[config.mk]
export PLATFORM = sky130hd
export DESIGN_NAME = move_input_queue
export DESIGN_NICKNAME = d
export VERILOG_FILES = /design/src/rtl/move_pkg.sv /design/src/rtl/button_debounce.sv /design/src/rtl/move_input_queue.sv
export SDC_FILE = /design/constraint.sdc
export NUM_CORES = 1
export LEC_CHECK = 0
export CAP_MARGIN = 20
export CORE_MARGIN = 4
export CORE_UTILIZATION = 31
export CTS_BUF_LIST = sky130_fd_sc_hd__clkbuf_16
export CTS_CLUSTER_DIAMETER = 80
export DETAILED_ROUTE_END_ITERATION = 7
export GPL_ROUTABILITY_DRIVEN = 0
export HOLD_SLACK_MARGIN = 0.06
export PLACE_DENSITY = 0.5
export SYNTH_ARGS = -nofsm -noshare
export SYNTH_HDL_FRONTEND = slang
export SYNTH_SLANG_ARGS = --single-unit
[constraint.sdc]
create_clock -name clk -period 5.6 [get_ports clk]
set_input_delay 1.4 -clock clk [delete_from_list [all_inputs] [get_ports clk]]
set_output_delay 1.4 -clock clk [all_outputs]
set_load 0.02 [all_outputs]
[src/rtl/move_pkg.sv]
// ---------------------------------------------------------------------------
// move_pkg
// Shared types for the snake direction-input path.
//   DIR_W    : width of the direction code driven to the movement FSM
//   dir_t    : direction code (0 = NONE, 1 = LEFT, 2 = RIGHT, 3 = UP, 4 = DOWN)
//   opposite : returns the reverse of a direction (NONE maps to NONE)
// ---------------------------------------------------------------------------
package move_pkg;

  localparam int DIR_W = 3;

  typedef enum logic [DIR_W-1:0] {
    DIR_NONE  = 3'd0,
    DIR_LEFT  = 3'd1,
    DIR_RIGHT = 3'd2,
    DIR_UP    = 3'd3,
    DIR_DOWN  = 3'd4
  } dir_t;

  // The snake may never reverse onto itself, so every turn has a forbidden
  // partner; NONE has no partner and reports NONE.
  function automatic dir_t opposite(input dir_t d);
    dir_t r;
    case (d)
      DIR_LEFT:  r = DIR_RIGHT;
      DIR_RIGHT: r = DIR_LEFT;
      DIR_UP:    r = DIR_DOWN;
      DIR_DOWN:  r = DIR_UP;
      default:   r = DIR_NONE;
    endcase
    return r;
  endfunction

endpackage

[src/rtl/button_debounce.sv]
// ---------------------------------------------------------------------------
// button_debounce
// Two-flop synchroniser, debounce counter and rising-edge detector for one
// raw push button.
//   clk    : sole clock, rising edge
//   reset  : synchronous, active-high; clears synchroniser, counter, level
//   button : raw asynchronous button level, active-high
//   press  : one-cycle pulse when the debounced level goes 0 -> 1
// The debounced level flips on the cycle after the disagreement counter has
// reached DEBOUNCE_CYCLES, so a clean press appears on `press` at edge
// k + 2 + DEBOUNCE_CYCLES when the button is first sampled at edge k.
// ---------------------------------------------------------------------------
module button_debounce #(
  parameter int DEBOUNCE_CYCLES = 16
) (
  input  logic clk,
  input  logic reset,
  input  logic button,
  output logic press
);

  localparam int CW = $clog2(DEBOUNCE_CYCLES + 1);

  logic          sync1Q, sync2Q;
  logic          levelQ, levelD;
  logic [CW-1:0] cntQ, cntD;
  logic          pressQ, pressD;

  // Count cycles where the synchronised input disagrees with the debounced
  // level; any agreement restarts the count. Once the count has reached the
  // threshold and the disagreement persists, the level flips and a press is
  // flagged if the new level is high.
  always_comb begin
    levelD = levelQ;
    cntD   = '0;
    pressD = 1'b0;
    if (sync2Q != levelQ) begin
      if (cntQ == CW'(DEBOUNCE_CYCLES)) begin
        levelD = ~levelQ;
        pressD = ~levelQ;
      end else begin
        cntD = cntQ + CW'(1);
      end
    end
  end

  // Synchroniser chain and debounce state.
  always_ff @(posedge clk) begin
    if (reset) begin
      sync1Q <= 1'b0;
      sync2Q <= 1'b0;
      levelQ <= 1'b0;
      cntQ   <= '0;
      pressQ <= 1'b0;
    end else begin
      sync1Q <= button;
      sync2Q <= sync1Q;
      levelQ <= levelD;
      cntQ   <= cntD;
      pressQ <= pressD;
    end
  end

  assign press = pressQ;

endmodule

[src/rtl/move_input_queue.sv]
// ---------------------------------------------------------------------------
// move_input_queue
// Debounces four direction buttons, filters illegal or redundant turns and
// buffers accepted turns in a FIFO; each game `tick` pops one turn into `out`.
//   clk, reset           : sole clock (rising edge), synchronous active-high reset
//   left/right/up/down   : raw asynchronous button levels, active-high
//   tick                 : one-cycle game-step strobe, pops the queue head
//   out                  : current direction code (dir_t)
//   q_count              : number of pending turns
//   q_full               : high when q_count == QUEUE_DEPTH
//   turned               : one-cycle pulse when out changes
//   drop                 : one-cycle pulse when a press is rejected
// ---------------------------------------------------------------------------
module move_input_queue
  import move_pkg::*;
#(
  parameter int DEBOUNCE_CYCLES = 16,
  parameter int QUEUE_DEPTH     = 4,
  parameter int CNT_W           = $clog2(QUEUE_DEPTH + 1)
) (
  input  logic             clk,
  input  logic             reset,
  input  logic             left,
  input  logic             right,
  input  logic             up,
  input  logic             down,
  input  logic             tick,
  output logic [DIR_W-1:0] out,
  output logic [CNT_W-1:0] q_count,
  output logic             q_full,
  output logic             turned,
  output logic             drop
);

  localparam int PTR_W = (QUEUE_DEPTH > 1) ? $clog2(QUEUE_DEPTH) : 1;

  logic pressLeft, pressRight, pressUp, pressDown;

  button_debounce #(.DEBOUNCE_CYCLES(DEBOUNCE_CYCLES)) uLeft (
    .clk(clk), .reset(reset), .button(left), .press(pressLeft)
  );
  button_debounce #(.DEBOUNCE_CYCLES(DEBOUNCE_CYCLES)) uRight (
    .clk(clk), .reset(reset), .button(right), .press(pressRight)
  );
  button_debounce #(.DEBOUNCE_CYCLES(DEBOUNCE_CYCLES)) uUp (
    .clk(clk), .reset(reset), .button(up), .press(pressUp)
  );
  button_debounce #(.DEBOUNCE_CYCLES(DEBOUNCE_CYCLES)) uDown (
    .clk(clk), .reset(reset), .button(down), .press(pressDown)
  );

  dir_t             fifoQ [QUEUE_DEPTH];
  logic [PTR_W-1:0] rdPtrQ, wrPtrQ;
  logic [CNT_W-1:0] countQ, countD, countAfterPop;
  dir_t             lastQ;
  dir_t             outQ, outD;
  logic             turnedQ, turnedD;
  logic             dropQ, dropD;

  dir_t             pressDir, headDir, refDir;
  logic             pressValid, pop, push, accept;

  function automatic logic [PTR_W-1:0] nextPtr(input logic [PTR_W-1:0] p);
    if (p == PTR_W'(QUEUE_DEPTH - 1)) return '0;
    return p + PTR_W'(1);
  endfunction

  // Only one press per cycle is considered; lower-priority simultaneous
  // presses vanish without a drop pulse.
  always_comb begin
    pressValid = 1'b1;
    pressDir   = DIR_NONE;
    if (pressLeft)       pressDir = DIR_LEFT;
    else if (pressRight) pressDir = DIR_RIGHT;
    else if (pressUp)    pressDir = DIR_UP;
    else if (pressDown)  pressDir = DIR_DOWN;
    else                 pressValid = 1'b0;
  end

  // Pop happens first, then the new press is judged against the direction
  // the snake will be heading once everything ahead of it has executed:
  // the last queued turn if any remain, otherwise next cycle's `out`. Judging
  // after the pop is what lets a full queue accept a push on a tick cycle.
  always_comb begin
    headDir       = fifoQ[rdPtrQ];
    pop           = tick && (countQ != '0);
    countAfterPop = countQ - CNT_W'(pop);
    outD          = pop ? headDir : outQ;
    refDir        = (countAfterPop != '0) ? lastQ : outD;
    accept        = pressValid
                    && (pressDir != refDir)
                    && !((refDir != DIR_NONE) && (pressDir == opposite(refDir)))
                    && (countAfterPop < CNT_W'(QUEUE_DEPTH));
    push          = accept;
    countD        = countAfterPop + CNT_W'(push);
    turnedD       = pop && (headDir != outQ);
    dropD         = pressValid && !accept;
  end

  // FIFO storage, pointers and registered outputs.
  always_ff @(posedge clk) begin
    if (reset) begin
      for (int i = 0; i < QUEUE_DEPTH; i++) fifoQ[i] <= DIR_NONE;
      rdPtrQ  <= '0;
      wrPtrQ  <= '0;
      countQ  <= '0;
      lastQ   <= DIR_NONE;
      outQ    <= DIR_NONE;
      turnedQ <= 1'b0;
      dropQ   <= 1'b0;
    end else begin
      if (pop) rdPtrQ <= nextPtr(rdPtrQ);
      if (push) begin
        fifoQ[wrPtrQ] <= pressDir;
        wrPtrQ        <= nextPtr(wrPtrQ);
        lastQ         <= pressDir;
      end
      countQ  <= countD;
      outQ    <= outD;
      turnedQ <= turnedD;
      dropQ   <= dropD;
    end
  end

  assign out     = outQ;
  assign q_count = countQ;
  assign q_full  = (countQ == CNT_W'(QUEUE_DEPTH));
  assign turned  = turnedQ;
  assign drop    = dropQ;

endmodule
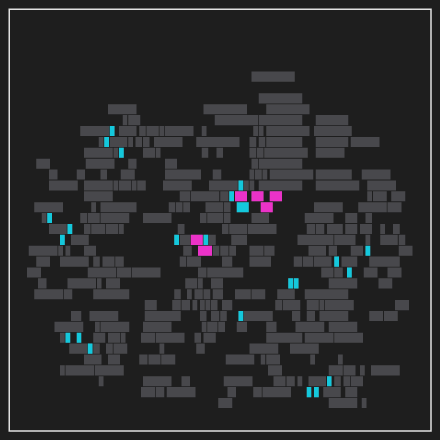
**Above:** run 1 (logic cells by family).
Drawn at 4 px/micron.
magenta -> AND-OR and OR-AND gates  # cells 6, most used a31o_1, where middle
cyan -> inverters  # cells 23, most used inv_1

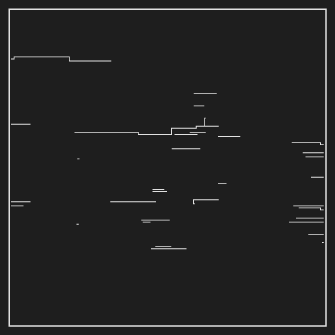
**Above:** run 1 (metal 3).
Drawn at 3 px/micron.
main direction = horizontal
share of all routed wire = 5.5%
wire length on this layer = 280 microns
nets with wire on the layer = 26
WL final: 5060 microns
met3 track demand over resource: 3.83%
via count: 1,965

==> impl_metrics.env, run 1 <==
# source this file to load flow results
export IMPL_drtAntennaViolNets=0
export IMPL_signal_buffer_area_fraction_pct=5.11
export IMPL_min_period_over_period_pct=90.6
export IMPL_rows=35
export IMPL_synthesis_nets=307
export IMPL_combPwrFrac_pct=17.0
export IMPL_design_seq_count=65
export IMPL_setup_viol=0
export IMPL_seqPwrFrac_pct=38.9
export IMPL_insertedDiodeCount=0
export IMPL_yosysSeqAreaShare_pct=48.7
export IMPL_synthTopCellsByCount="53 x dfxtp_1, 35 x nor2_1, 22 x inv_1"
export IMPL_synth_area_sq_um=2920
export IMPL_ys_sh_mux_pct=7.07
export IMPL_fmax_mhz=197
export IMPL_dieArea_sq_um=11000
export IMPL_drv_cap=0
export IMPL_cts_tree="built"
export IMPL_busiest_layer="met2"
export IMPL_synthFlopType="dfxtp_1"
export IMPL_yosysMostFrequentCell="dfxtp_1"
export IMPL_fin_nets=329
export IMPL_hold_buffers=0
export IMPL_ys_types=42
export IMPL_crit_start="tick"
export IMPL_min_period_ps=5080
export IMPL_worstPathRequired_ps=5800
export IMPL_holdPathStages=1
export IMPL_antenna_found_initial=0
export IMPL_dp_hpwl_microns=3610
export IMPL_cts_root_buffer="clkbuf_16"
export IMPL_clk_latency_ps=320
export IMPL_worst_pin_slew_ps=707
export IMPL_status="finished, final reports clean"
export IMPL_maxSlewViolCount=0
export IMPL_intPower_w=0.00100
export IMPL_critPathKind="in2reg"
export IMPL_r2r_start="q_count[0]"
export IMPL_io_pins=16
export IMPL_avgRoutedWirePerCell_microns=11.9
export IMPL_ctsHtreeMaxLevel=3
export IMPL_vias_per_cell=4.63
export IMPL_power_switching_w=0.000325
export IMPL_grt_pass1_wl_microns=8960
export IMPL_cpMaxStageDelayCell="nor3_1"
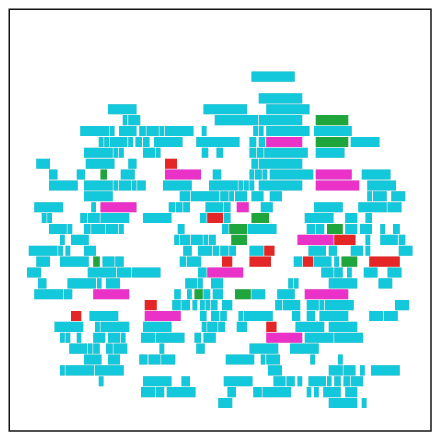
**Above:** run 1 (drive-strength map).
Drawn at 4 px/micron.
magenta -> drive 6 and up  # cells 12, most used clkbuf_16
cyan -> drive 1 or less  # cells 279, most used dfxtp_1
green -> drive 2  # cells 11, most used mux2_2
red -> drive 3 to 4  # cells 11, most used buf_4

## run 1: through the flow
step	worst slack, ps	instances	area (sq um)	power (W)	util (%)
2_1_floorplan	730	286	2920	0.000687	-
3_3_place_gp	258	408	3210	0.000756	34.9
3_5_place_dp	208	408	3210	0.000755	34.9
4_1_cts	534	424	3530	0.00135	38.4
5_1_grt	241	424	3530	0.00140	38.4
6_report	525	424	3530	0.00133	38.4
## run 1: power by group through the flow
stage | registers, W | logic [W] | clock network [W]
global placement | 0.000529 | 0.000227 | 0
global route | 0.000521 | 0.000250 | 0.000624
CTS | 0.000518 | 0.000229 | 0.000605
finish | 0.000517 | 0.000226 | 0.000587
floorplan | 0.000535 | 0.000153 | 0
detailed placement | 0.000528 | 0.000227 | 0
==> run 2, diff against run 1 <==
--- a/config.mk
+++ b/config.mk
@@ -5,6 +5,7 @@
 export SDC_FILE = /design/constraint.sdc
 export NUM_CORES = 1
 export LEC_CHECK = 0
+export ABC_AREA = 1
 export CAP_MARGIN = 20
 export CORE_MARGIN = 4
 export CORE_UTILIZATION = 31
==> constraint.sdc (replaced) <==
create_clock -name clk -period 5.9 [get_ports clk]
set_input_delay 1.475 -clock clk [delete_from_list [all_inputs] [get_ports clk]]
set_output_delay 1.475 -clock clk [all_outputs]
set_load 0.02 [all_outputs]
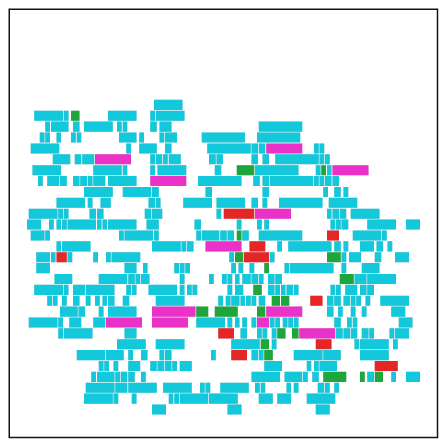
**Above:** run 2 (drive-strength map).
Drawn at 4 px/micron.
cyan -> drive 1 or less  # cells 349, most used nand2_1
red -> drive 3 to 4  # cells 10
green -> drive 2  # cells 21, most used nand2_2
magenta -> drive 6 and up  # cells 12, most used clkbuf_16
fin worst setup slack: 1590 ps
area grow syn2layout: 20.6%

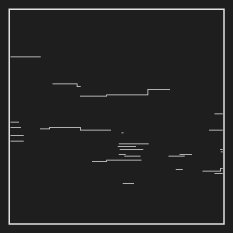
**Above:** run 2 (metal 3).
Drawn at 2 px/micron.
wire length on this layer = 258 microns
share of all routed wire = 4.7%

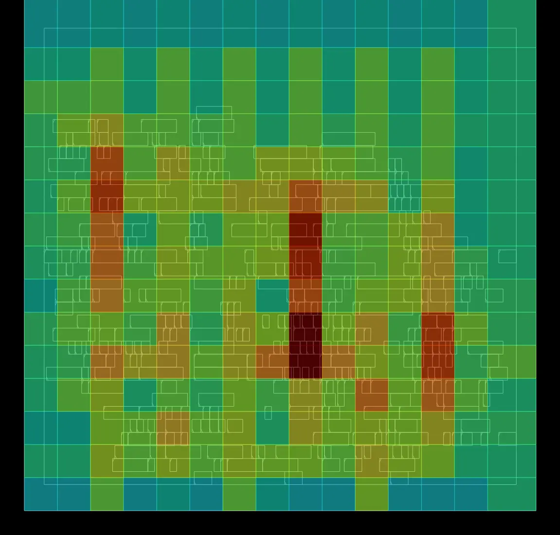
**Above:** run 2 (routing congestion).
utilization after layout: 38.9%
grt met2 use: 16.9%
GR Layer Usage met1: 13.0%

==> run 2 against run 1 <==
Against the previous run:
- non-clock buffer count is 3 lower
- power up 27%
- sequential cell count stayed put
- sequential power shrank 2%
- area after synthesis is 3.4% higher
==> impl_metrics.env, run 2 <==
# source this file to load flow results
export IMPL_status="finished, final reports clean"
export IMPL_io_pins=16
export IMPL_cts_tree="built"
export IMPL_cpMaxStageDelayCell="clkdlybuf4s50_1"
export IMPL_critPathKind="in2reg"
export IMPL_synth_area_sq_um=3020
export IMPL_combinationalPower_w=0.000632
export IMPL_fin_nets=408
export IMPL_worst_pin_slew_ps=684
export IMPL_combPwrFrac_pct=37.5
export IMPL_ctsHtreeMaxLevel=3
export IMPL_ys_types=33
export IMPL_antenna_found_initial=0
export IMPL_power_w=0.00168
export IMPL_dpl_cell_area_sq_um=3330
export IMPL_drtAntennaViolNets=0
export IMPL_fin_cells=521
export IMPL_seqPwrFrac_pct=30.1
export IMPL_vias=2243
export IMPL_cts_root_buffer="clkbuf_16"
export IMPL_top_power_group="combinational logic"
-- run 2: worst min-delay path: stages, from the launching register on --
cell and delay [ps]:
dfxtp_1 290, inv_1 40, nor2_1 30
-- run 2: layer usage --
layer  track usage (%)  vias up  routed length, microns
met5                 0        -                       0
met4              3.93        0                      61
met3              4.03        4                     257
met2              16.9       42                    2530
met1              13.0      989                    2640
li1                  -     1208                       -
-- run 2: final timing paths --
check,from,depth (start not counted),end,slack [ps]
worst max-delay path,tick,21,q_count[2],1590
worst min-delay path,uUp.sync1Q,2,uUp.sync2Q,400
worst min register to register,uUp.sync1Q,2,uUp.sync2Q,400
worst max register to register,q_count[2],20,q_count[2],2750
Power is estimated from default activity; no workload was simulated.
